--- src/rtl/uart_boot_loader.sv ---
// Purpose: UART program loader; receives a length-prefixed, XOR-checksummed image
//          and writes it word-by-word into instruction memory, holding the core in reset.
// Latency: imem_we 1 cycle after the rx_valid of a word's 4th byte; ACK/NAK start bit
//          1 cycle after the decision; cpu_resetn rises 1 cycle after the ACK stop bit.
// Backpressure: none; byte rate is bounded by the UART, and bytes arriving while
//               ACK/NAK is being sent (or after a successful load) are dropped.
// Ports:
//   CLK100MHZ, CPU_RESETN         : clock, async active-low reset
//   uart_txd_in / uart_rxd_out    : serial from / to host, 8N1, idle high
//   imem_we, imem_addr, imem_wdata: one-cycle word write into instruction memory
//   cpu_resetn                    : core reset, released after a good image
//   busy, error                   : load in progress / last load failed (sticky)
module uart_boot_loader #(
  parameter int CLK_FREQ = 100_000_000,
  parameter int BAUD     = 115200,
  parameter int ADDR_W   = 12
) (
  input  logic              CLK100MHZ,
  input  logic              CPU_RESETN,
  input  logic              uart_txd_in,
  output logic              uart_rxd_out,
  output logic              imem_we,
  output logic [ADDR_W-1:0] imem_addr,
  output logic [31:0]       imem_wdata,
  output logic              cpu_resetn,
  output logic              busy,
  output logic              error
);

  localparam int CLKS_PER_BIT = CLK_FREQ / BAUD;
  localparam int CW           = $clog2(CLKS_PER_BIT);
  localparam logic [CW-1:0] BIT_LAST  = CW'(CLKS_PER_BIT - 1);
  localparam logic [CW-1:0] HALF_LAST = CW'(CLKS_PER_BIT / 2 - 1);
  localparam logic [CW-1:0] CNT_ONE   = CW'(1);
  localparam logic [7:0]    ACK_BYTE  = 8'h06;
  localparam logic [7:0]    NAK_BYTE  = 8'h15;
  // Largest legal word count; 33 bits so ADDR_W up to 32 still compares correctly.
  localparam logic [32:0]   MAX_WORDS = 33'd1 << ADDR_W;

  // ---------------------------------------------------------------- RX path
  typedef enum logic [1:0] {RX_IDLE, RX_START, RX_DATA, RX_STOP} rx_state_t;

  rx_state_t       rx_state, rx_state_nxt;
  logic            rx_meta, rx_sync, rx_prev;
  logic [CW-1:0]   rx_cnt;
  logic [2:0]      rx_bitn;
  logic [7:0]      rx_byte;
  logic            rx_valid, rx_ferr;
  logic            rx_tick;

  always_ff @(posedge CLK100MHZ or negedge CPU_RESETN) begin
    if (!CPU_RESETN) begin
      rx_meta <= 1'b1;
      rx_sync <= 1'b1;
      rx_prev <= 1'b1;
    end else begin
      rx_meta <= uart_txd_in;
      rx_sync <= rx_meta;
      rx_prev <= rx_sync;
    end
  end

  assign rx_tick = (rx_cnt == BIT_LAST);

  always_ff @(posedge CLK100MHZ or negedge CPU_RESETN) begin
    if (!CPU_RESETN) rx_state <= RX_IDLE;
    else             rx_state <= rx_state_nxt;
  end

  always_comb begin
    rx_state_nxt = rx_state;
    case (rx_state)
      // Edge-triggered so a line held low after a framing error is not re-read as a start.
      RX_IDLE:  if (rx_prev && !rx_sync) rx_state_nxt = RX_START;
      // Line back high at mid start bit: treat as a glitch.
      RX_START: if (rx_cnt == HALF_LAST) rx_state_nxt = rx_sync ? RX_IDLE : RX_DATA;
      RX_DATA:  if (rx_tick && rx_bitn == 3'd7) rx_state_nxt = RX_STOP;
      RX_STOP:  if (rx_tick) rx_state_nxt = RX_IDLE;
      default:  rx_state_nxt = RX_IDLE;
    endcase
  end

  always_ff @(posedge CLK100MHZ or negedge CPU_RESETN) begin
    if (!CPU_RESETN) begin
      rx_cnt   <= '0;
      rx_bitn  <= '0;
      rx_byte  <= '0;
      rx_valid <= 1'b0;
      rx_ferr  <= 1'b0;
    end else begin
      rx_valid <= 1'b0;
      rx_ferr  <= 1'b0;
      if (rx_state == RX_IDLE || rx_state_nxt != rx_state || rx_tick) rx_cnt <= '0;
      else                                                          rx_cnt <= rx_cnt + CNT_ONE;
      if (rx_state == RX_START) rx_bitn <= '0;
      if (rx_state == RX_DATA && rx_tick) begin
        rx_byte <= {rx_sync, rx_byte[7:1]};
        rx_bitn <= rx_bitn + 3'd1;
      end
      if (rx_state == RX_STOP && rx_tick) begin
        rx_valid <= rx_sync;
        rx_ferr  <= ~rx_sync;
      end
    end
  end

  // ---------------------------------------------------------------- TX path
  logic            tx_go;
  logic [7:0]      tx_byte;
  logic            tx_busy;
  logic [CW-1:0]   tx_cnt;
  logic [3:0]      tx_bitn;   // 0 = start, 1..8 = data, 9 = stop
  logic [8:0]      tx_shift;  // remaining data bits followed by the stop bit
  logic            tx_done;

  assign tx_done = tx_busy && (tx_cnt == BIT_LAST) && (tx_bitn == 4'd9);

  always_ff @(posedge CLK100MHZ or negedge CPU_RESETN) begin
    if (!CPU_RESETN) begin
      tx_busy      <= 1'b0;
      tx_cnt       <= '0;
      tx_bitn      <= '0;
      tx_shift     <= '1;
      uart_rxd_out <= 1'b1;
    end else if (tx_go) begin
      tx_busy      <= 1'b1;
      tx_cnt       <= '0;
      tx_bitn      <= '0;
      tx_shift     <= {1'b1, tx_byte};
      uart_rxd_out <= 1'b0;
    end else if (tx_busy) begin
      if (tx_cnt == BIT_LAST) begin
        tx_cnt <= '0;
        if (tx_bitn == 4'd9) begin
          tx_busy <= 1'b0;
        end else begin
          uart_rxd_out <= tx_shift[0];
          tx_shift     <= {1'b1, tx_shift[8:1]};
          tx_bitn      <= tx_bitn + 4'd1;
        end
      end else begin
        tx_cnt <= tx_cnt + CNT_ONE;
      end
    end
  end

  // ---------------------------------------------------------------- Loader FSM
  typedef enum logic [2:0] {S_LEN, S_DATA, S_CSUM, S_ACK, S_DONE, S_ERR} state_t;

  state_t          state, state_nxt;
  logic [31:0]     len_q;
  logic [1:0]      cnt;
  logic [ADDR_W:0] idx;       // one bit wider so N = 2**ADDR_W is reachable
  logic [7:0]      csum;
  logic [23:0]     word_q;
  logic [31:0]     len_full;
  logic            len_bad;
  logic            last_word;

  assign len_full  = {rx_byte, len_q[23:0]};
  assign len_bad   = (len_full == 32'd0) || ({1'b0, len_full} > MAX_WORDS);
  assign last_word = ((33'(idx) + 33'd1) == {1'b0, len_q});

  always_ff @(posedge CLK100MHZ or negedge CPU_RESETN) begin
    if (!CPU_RESETN) state <= S_LEN;
    else             state <= state_nxt;
  end

  always_comb begin
    state_nxt = state;
    tx_go     = 1'b0;
    tx_byte   = NAK_BYTE;
    case (state)
      S_LEN: begin
        if (rx_ferr)                   state_nxt = S_ERR;
        else if (rx_valid && cnt == 2'd3) state_nxt = len_bad ? S_ERR : S_DATA;
      end
      S_DATA: begin
        if (rx_ferr)                                   state_nxt = S_ERR;
        else if (rx_valid && cnt == 2'd3 && last_word) state_nxt = S_CSUM;
      end
      S_CSUM: begin
        if (rx_ferr)       state_nxt = S_ERR;
        else if (rx_valid) state_nxt = (rx_byte == csum) ? S_ACK : S_ERR;
      end
      S_ACK:   if (tx_done) state_nxt = S_DONE;
      S_ERR:   if (tx_done) state_nxt = S_LEN;
      S_DONE:  state_nxt = S_DONE;
      default: state_nxt = S_LEN;
    endcase
    // The response byte launches on the decision cycle so the start bit appears one cycle later.
    if (state_nxt != state && (state_nxt == S_ACK || state_nxt == S_ERR)) begin
      tx_go   = 1'b1;
      tx_byte = (state_nxt == S_ACK) ? ACK_BYTE : NAK_BYTE;
    end
  end

  always_ff @(posedge CLK100MHZ or negedge CPU_RESETN) begin
    if (!CPU_RESETN) begin
      len_q      <= '0;
      cnt        <= '0;
      idx        <= '0;
      csum       <= '0;
      word_q     <= '0;
      imem_we    <= 1'b0;
      imem_addr  <= '0;
      imem_wdata <= '0;
      cpu_resetn <= 1'b0;
      busy       <= 1'b0;
      error      <= 1'b0;
    end else begin
      imem_we <= 1'b0;
      if (rx_valid) begin
        case (state)
          S_LEN: begin
            case (cnt)
              2'd0:    len_q[7:0]   <= rx_byte;
              2'd1:    len_q[15:8]  <= rx_byte;
              2'd2:    len_q[23:16] <= rx_byte;
              default: len_q[31:24] <= rx_byte;
            endcase
            cnt <= cnt + 2'd1;
            if (cnt == 2'd0) begin
              busy  <= 1'b1;
              error <= 1'b0;
            end
          end
          S_DATA: begin
            csum <= csum ^ rx_byte;
            cnt  <= cnt + 2'd1;
            case (cnt)
              2'd0: word_q[7:0]   <= rx_byte;
              2'd1: word_q[15:8]  <= rx_byte;
              2'd2: word_q[23:16] <= rx_byte;
              default: begin
                imem_we    <= 1'b1;
                imem_addr  <= idx[ADDR_W-1:0];
                imem_wdata <= {rx_byte, word_q};
                idx        <= idx + (ADDR_W+1)'(1);
              end
            endcase
          end
          default: ;
        endcase
      end
      // Every state change restarts byte counting; a fresh image also restarts idx/csum.
      if (state_nxt != state) begin
        cnt <= '0;
        if (state_nxt == S_DATA) begin
          idx  <= '0;
          csum <= '0;
        end
      end
      if (state_nxt == S_ERR && state != S_ERR) error <= 1'b1;
      if (tx_done && (state == S_ACK || state == S_ERR)) busy <= 1'b0;
      cpu_resetn <= (state_nxt == S_DONE);
    end
  end

endmodule

--- config.mk ---
export PLATFORM = sky130hd
export DESIGN_NAME = uart_boot_loader
export DESIGN_NICKNAME = d
export VERILOG_FILES = /design/src/rtl/uart_boot_loader.sv
export SDC_FILE = /design/constraint.sdc
export NUM_CORES = 1
export LEC_CHECK = 0
export ABC_CLOCK_PERIOD_IN_PS = 3900
export CAP_MARGIN = 20
export CORE_ASPECT_RATIO = 0.9
export CORE_MARGIN = 8
export CORE_UTILIZATION = 30
export CTS_CLUSTER_DIAMETER = 200
export DETAILED_ROUTE_END_ITERATION = 8
export SYNTH_ARGS = -nofsm -noshare
export SYNTH_HDL_FRONTEND = slang
export SYNTH_SLANG_ARGS = --single-unit
--- constraint.sdc ---
create_clock -name CLK100MHZ -period 3.9 [get_ports CLK100MHZ]
set_input_delay 0.78 -clock CLK100MHZ [delete_from_list [all_inputs] [get_ports CLK100MHZ]]
set_output_delay 0.78 -clock CLK100MHZ [all_outputs]
set_load 0.02 [all_outputs]
==> run_1/cell_density.png <==
(2 px per um) 19 x 17 tiles, from dark blue (low) to red (high), 0 to 100% covered.
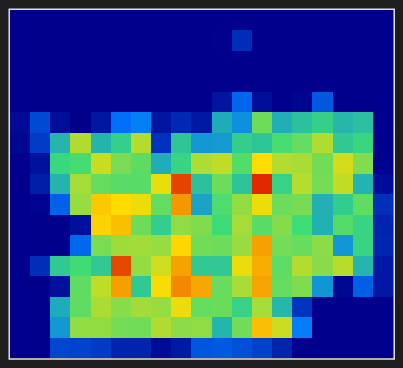
mean over tiles: 28%
nearly empty tiles: 40%
fullest tile: 96%
tiles over 75% full: 5.3%
emptiest ninth of the die: upper left

==> run_1/layer_met1.png <==
(3 px per um) Supply wires on this layer in grey.
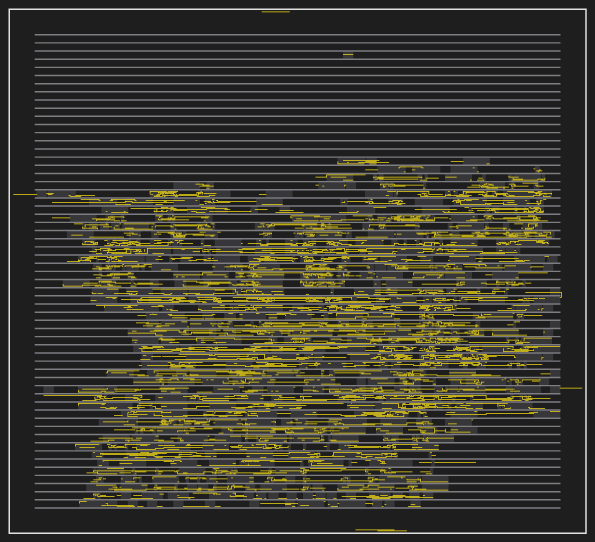
wire length on this layer: 9110 um
longest straight run: 48.3 um
main direction: horizontal
nets with wire on the layer: 811

==> run_1/placement.png <==
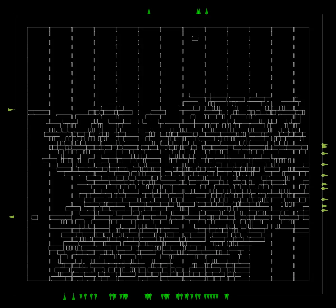
flop count: 182
non-filler instance count after layout: 1231
Seq area share: 46.2%
fill cell count: 2763
tap cells: 360

==> run_1/sizes.png <==
(2 px per um)
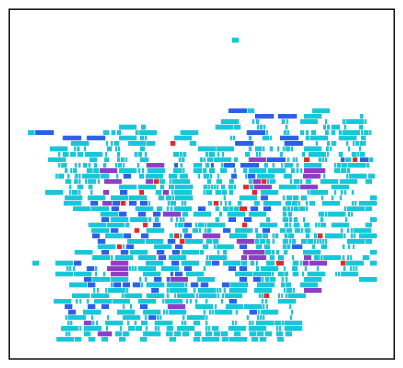
legend:
  _3 and _4 cells:
    colour: red
    cells: 21
    share: 2.4%
  _2 cells:
    colour: blue
    cells: 86
    share: 9.9%
  _0 and _1 cells:
    colour: cyan
    cells: 734
    share: 84%
  _6 and larger:
    colour: purple
    cells: 30
    share: 3.4%

==> impl_metrics.env, run 1 <==
# implementation run metrics
export IMPL_lay_top_count="nand2_1"
export IMPL_whs_ns=0.360
export IMPL_wirelength_mm=18.4
export IMPL_ys_cells=809
export IMPL_grt_max_degree=82
export IMPL_critPathMaxStageDelay_ns=0.55
export IMPL_synth_cells=809
export IMPL_path_cells="ha_1 -> xnor2_1 -> nand4_1 -> nor4b_1 -> o2111ai_1 -> or4_4 -> a32oi_2 -> and3_1 -> buf_4 -> nor2_1"
export IMPL_crit_arrival_ns=3.42
export IMPL_p_per_area_mw_per_mm2=393
export IMPL_grt_use_met3_pct=2.08
export IMPL_inverters=15
export IMPL_drc=0
export IMPL_clk_share_pct=6.32
export IMPL_area_leaders="dfrtp_1, nand2_1, mux2_2"
export IMPL_clk_pin_slew_worst_paths_ns=0.08
export IMPL_p_comb_mw=0.114
export IMPL_cp_startpoint="idx[0]"
export IMPL_skew_ns=0.0115
export IMPL_drv_slew=0
export IMPL_initial_utilization_pct=30.2
export IMPL_rrSetupSlack_ns=0.78
export IMPL_maxCapViolations=0
export IMPL_fin_util_pct=35.8
export IMPL_grt_overflow=0
export IMPL_hold_viol_final=0
export IMPL_die_h_um=174
export IMPL_crit_family="simple AND/OR/NAND/NOR gates"
export IMPL_async_flop_share_pct=100
export IMPL_hp_class="flip-flop to flip-flop"
export IMPL_hold_depth=0
export IMPL_dp_slack_ns=0.796
export IMPL_worst_pin_slew_ns=0.899
export IMPL_rsz0062_at_grt="false"
export IMPL_avgRoutedWirePerCell_um=15.0
export IMPL_fin_tns_setup_ns=0
export IMPL_ys_sh_mux_pct=8.88
export IMPL_seq_power_share_pct=50.1
export IMPL_die_w_um=192
export IMPL_xor_share_pct=6.41
export IMPL_cp_slowest_cell="or4_4"
export IMPL_setup_slack_ns=0.784
export IMPL_power_net_switching_mw=0.884
export IMPL_end_kind="flip-flop"
export IMPL_pg_clk_mw=1.83
export IMPL_met2_wirelength_mm=8.54
export IMPL_status="finished clean"
export IMPL_busiest_layer="met2"
export IMPL_dominant_cells="registers"
export IMPL_critPathKind="flip-flop to flip-flop"
export IMPL_startpoint_type="flip-flop"
export IMPL_hold_buffers=0
export IMPL_port_buffers=51
export IMPL_yosys_stat_chipArea_mm2=0.00834
==> run_1/io_fan.png <==
(2 px per um)
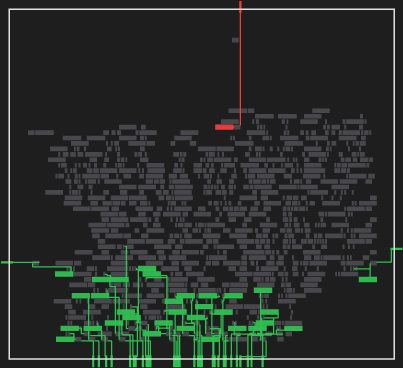

==> inputs of run 2 (changes only) <==
--- a/config.mk
+++ b/config.mk
@@ -5,7 +5,7 @@
 export SDC_FILE = /design/constraint.sdc
 export NUM_CORES = 1
 export LEC_CHECK = 0
-export ABC_CLOCK_PERIOD_IN_PS = 3900
+export ABC_CLOCK_PERIOD_IN_PS = 2700
 export CAP_MARGIN = 20
 export CORE_ASPECT_RATIO = 0.9
 export CORE_MARGIN = 8
==> constraint.sdc (replaced) <==
create_clock -name CLK100MHZ -period 2.7 [get_ports CLK100MHZ]
set_input_delay 0.54 -clock CLK100MHZ [delete_from_list [all_inputs] [get_ports CLK100MHZ]]
set_output_delay 0.54 -clock CLK100MHZ [all_outputs]
set_load 0.02 [all_outputs]
==> run_2/io_fan.png <==
(2 px per um)
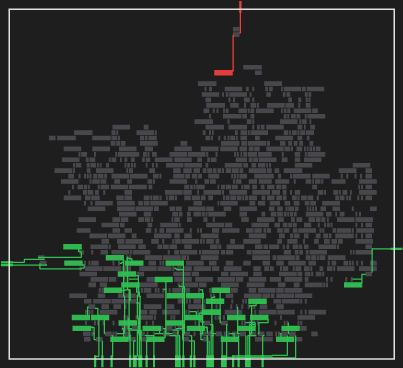
legend:
  cpu_resetn:
    colour: red
    bits: 1
    direction: output
    edge: top
    end_cells: 1
    buffers: 1
    wire: 30.0 um
  imem_wdata:
    colour: green
    bits: 32
    direction: output
    edge: 29 bottom, 2 left, 1 right
    end_cells: 32
    buffers: 32
    wire: 1150 um

==> run 2 against run 1 <==
The run now ends with setup timing left. Sequential cell count did not move. Hold slack got worse by 0.0035 ns. Clock-buffer cell count did not move. Sequential share of layout area fell by 2.6 points. Clock power rose by 37%. Utilization rose by 2.2 points. Combinational power rose by 46%.
==> impl_metrics.env, run 2 <==
# implementation run metrics
export IMPL_status="complete, but fails checks"
export IMPL_drv_slew=0
export IMPL_met2_wirelength_mm=9.07
export IMPL_hold_buffers=1
export IMPL_end_kind="flip-flop"
export IMPL_ys_sh_mux_pct=8.88
export IMPL_setup_slack_ns=-0.153
export IMPL_hp_class="flip-flop to flip-flop"
export IMPL_fa_ha_area_share_pct=1.95
export IMPL_p_per_area_mw_per_mm2=523
export IMPL_clk_pin_slew_worst_paths_ns=0.07
export IMPL_grt_pass1_wl_mm=31.3
export IMPL_yosys_stat_chipArea_mm2=0.00834
export IMPL_layout_nets=922
export IMPL_cp_slowest_cell="or4_4"
export IMPL_total_power_mw=5.48
export IMPL_syn_num_nets=825
export IMPL_skew_ns=0.0138
export IMPL_die_w_um=192
export IMPL_drc=0
export IMPL_regArea_mm2=0.00457
export IMPL_critical_path_required_ns=3.02
export IMPL_whs_ns=0.357
export IMPL_p_comb_mw=0.167
export IMPL_startpoint_type="flip-flop"
export IMPL_seq_cell_count=182
export IMPL_seq_share_pct=43.6
export IMPL_critPathKind="flip-flop to flip-flop"
export IMPL_cp_startpoint="idx[1]"
export IMPL_grt_use_met3_pct=2.74
export IMPL_maxCapViolations=0
export IMPL_wirelength_mm=19.1
export IMPL_inverters=15
export IMPL_hold_viol_final=0
export IMPL_area_leaders="dfrtp_1, nand2_1, mux2_2"
export IMPL_post_synth_num_cell_types=58
export IMPL_taps=360
export IMPL_critPathMaxStageDelay_ns=0.58
export IMPL_cts_resized_gates=6
export IMPL_dominant_cells="registers"
export IMPL_r2r_start="idx[1]"
export IMPL_worst_pin_slew_ns=0.876
export IMPL_seq_power_share_pct=51.3
export IMPL_ys_ff=182
export IMPL_die_h_um=174
export IMPL_clk_latency_ns=0.44
export IMPL_endpoint="csum[3]"
export IMPL_port_buffers=51
export IMPL_vias_per_cell=4.70
export IMPL_power_net_switching_mw=1.31
export IMPL_grt_max_degree=72
export IMPL_fin_tns_setup_ns=-5.03
export IMPL_initial_utilization_pct=30.2
export IMPL_crit_family="simple AND/OR/NAND/NOR gates"
export IMPL_final_cell_count_no_fill=1279
export IMPL_rrSetupSlack_ns=-0.15
export IMPL_ys_cells=809
export IMPL_rsz0062_at_grt="true"
export IMPL_async_flop_share_pct=100
export IMPL_met3_length_um=606
export IMPL_setup_viol=45
export IMPL_hold_depth=0
export IMPL_path_cells="buf_4 -> and4_4 -> nor4b_2 -> a32oi_1 -> a211o_1 -> or4_4 -> a32oi_4 -> and3_4 -> clkbuf_16 -> nor2_4"
export IMPL_busiest_layer="met2"
export IMPL_lay_top_count="nand2_1"
export IMPL_violations="setup timing"
export IMPL_xor_share_pct=6.41
export IMPL_synth_cells=809
export IMPL_grt_overflow=0
export IMPL_dp_cells=1240
export IMPL_clk_share_pct=5.73
export IMPL_crit_arrival_ns=3.17
export IMPL_dp_slack_ns=-0.171
export IMPL_pg_clk_mw=2.50
export IMPL_cp_depth=10
export IMPL_mappedNetlistArea_mm2=0.00834
export IMPL_avgRoutedWirePerCell_um=15.0
==> run_2/placement.png <==
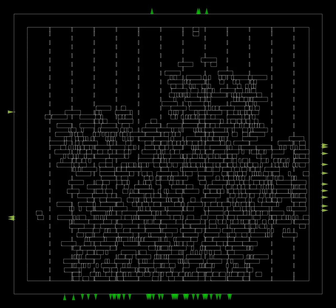
fill cell count: 2690
Final Util: 37.9%

==> run_2/layer_met1.png <==
(3 px per um) Supply wires on this layer in grey.
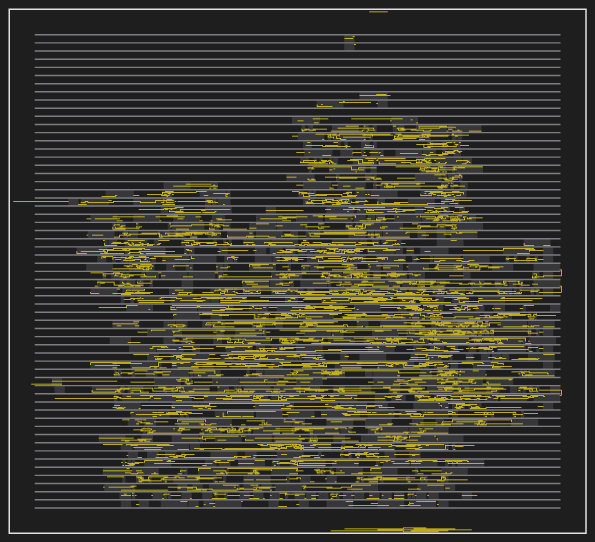

==> inputs of run 3 (changes only) <==
--- a/config.mk
+++ b/config.mk
@@ -7,11 +7,15 @@
 export LEC_CHECK = 0
 export ABC_CLOCK_PERIOD_IN_PS = 2700
 export CAP_MARGIN = 20
+export CELL_PAD_IN_SITES_DETAIL_PLACEMENT = 1
+export CELL_PAD_IN_SITES_GLOBAL_PLACEMENT = 2
 export CORE_ASPECT_RATIO = 0.9
 export CORE_MARGIN = 8
 export CORE_UTILIZATION = 30
 export CTS_CLUSTER_DIAMETER = 200
 export DETAILED_ROUTE_END_ITERATION = 8
+export PLACE_DENSITY_LB_ADDON = 0.1
+export SKIP_CTS_REPAIR_TIMING = 1
 export SYNTH_ARGS = -nofsm -noshare
 export SYNTH_HDL_FRONTEND = slang
 export SYNTH_SLANG_ARGS = --single-unit
==> run_3/layer_met1.png <==
(3 px per um) Supply wires on this layer in grey.
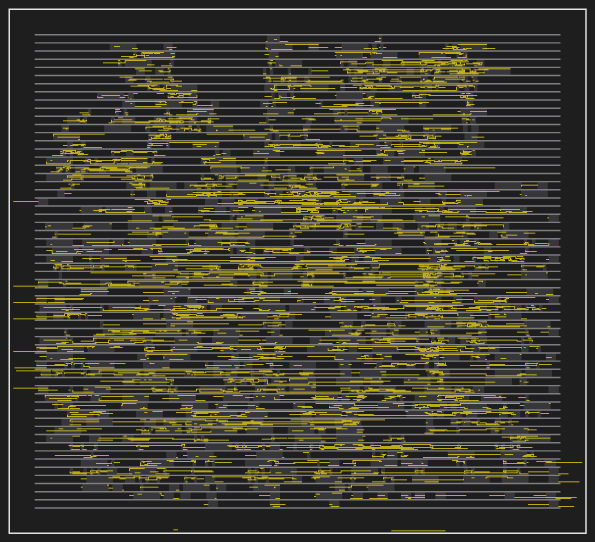
GR Util met1: 18.9%
wirelength, routed: 22.5 mm

==> run_3/cell_density.png <==
(2 px per um) 19 x 17 tiles, from dark blue (low) to red (high), 0 to 100% covered.
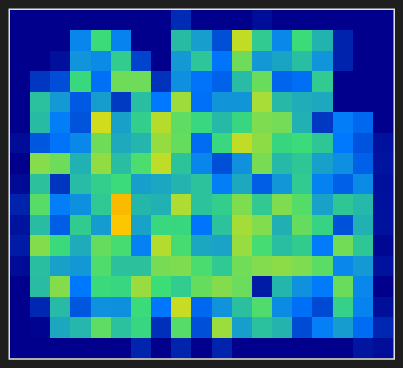
mean over tiles: 30%
nearly empty tiles: 19%
tiles over 75% full: 0.60%
fullest tile: 79%
densest ninth of the die: centre

==> run 3 against run 2 <==
The flow still finishes with violations (setup timing). Combinational power is 4% higher. Critical path depth stayed put. Fmax is 0.67% lower. Sequential share of layout area is 0.22 points lower. Clock-buffer cell count is 1 lower. Largest cell class unchanged. Largest power group unchanged.
==> impl_metrics.env, run 3 <==
# implementation run metrics
export IMPL_status="complete, but fails checks"
export IMPL_violations="setup timing"
export IMPL_rsz0062_at_grt="true"
export IMPL_initial_utilization_pct=30.2
export IMPL_yosys_stat_chipArea_mm2=0.00834
export IMPL_cp_slowest_cell="or4_4"
export IMPL_seq_share_pct=43.4
export IMPL_mappedNetlistArea_mm2=0.00834
export IMPL_dominant_cells="registers"
export IMPL_port_buffers=51
export IMPL_setup_slack_ns=-0.173
export IMPL_grt_max_degree=56
export IMPL_avgRoutedWirePerCell_um=17.5
export IMPL_worst_pin_slew_ns=0.825
export IMPL_grt_pass1_wl_mm=37.5
export IMPL_die_h_um=174
export IMPL_dp_slack_ns=-0.192
export IMPL_critPathMaxStageDelay_ns=0.55
export IMPL_hp_class="input pin to async pin"
export IMPL_pg_clk_mw=2.54
export IMPL_ys_cells=809
export IMPL_rrSetupSlack_ns=-0.17
export IMPL_seq_cell_count=182
export IMPL_ys_ff=182
export IMPL_seq_power_share_pct=50.9
export IMPL_drv_slew=0
export IMPL_grt_overflow=0
export IMPL_inverters=15
export IMPL_drc=0
export IMPL_die_w_um=192
export IMPL_num_fill_cells=3047
export IMPL_xor_share_pct=6.41
export IMPL_cp_depth=10
export IMPL_dp_cells=1250
export IMPL_fa_ha_area_share_pct=1.95
export IMPL_setup_viol=45
export IMPL_p_per_area_mw_per_mm2=524
export IMPL_final_cell_count_no_fill=1285
export IMPL_clk_pin_slew_worst_paths_ns=0.08
export IMPL_whs_ns=0.0621
export IMPL_power_net_switching_mw=1.44
export IMPL_critical_path_required_ns=3.03
export IMPL_met2_wirelength_mm=10.9
export IMPL_clk_latency_ns=0.44
export IMPL_met3_length_um=486
export IMPL_fin_util_pct=38.1
export IMPL_crit_arrival_ns=3.20
export IMPL_area_leaders="dfrtp_1, nand2_1, mux2_2"
export IMPL_syn_num_nets=825
export IMPL_startpoint_type="flip-flop"
export IMPL_hold_viol_final=0
export IMPL_post_synth_num_cell_types=58
export IMPL_p_comb_mw=0.174
export IMPL_critPathKind="flip-flop to flip-flop"
export IMPL_taps=360
export IMPL_ys_sh_mux_pct=8.88
export IMPL_layout_nets=928
export IMPL_skew_ns=0.0166
export IMPL_clk_share_pct=5.72
Power is estimated from default activity; no workload was simulated.
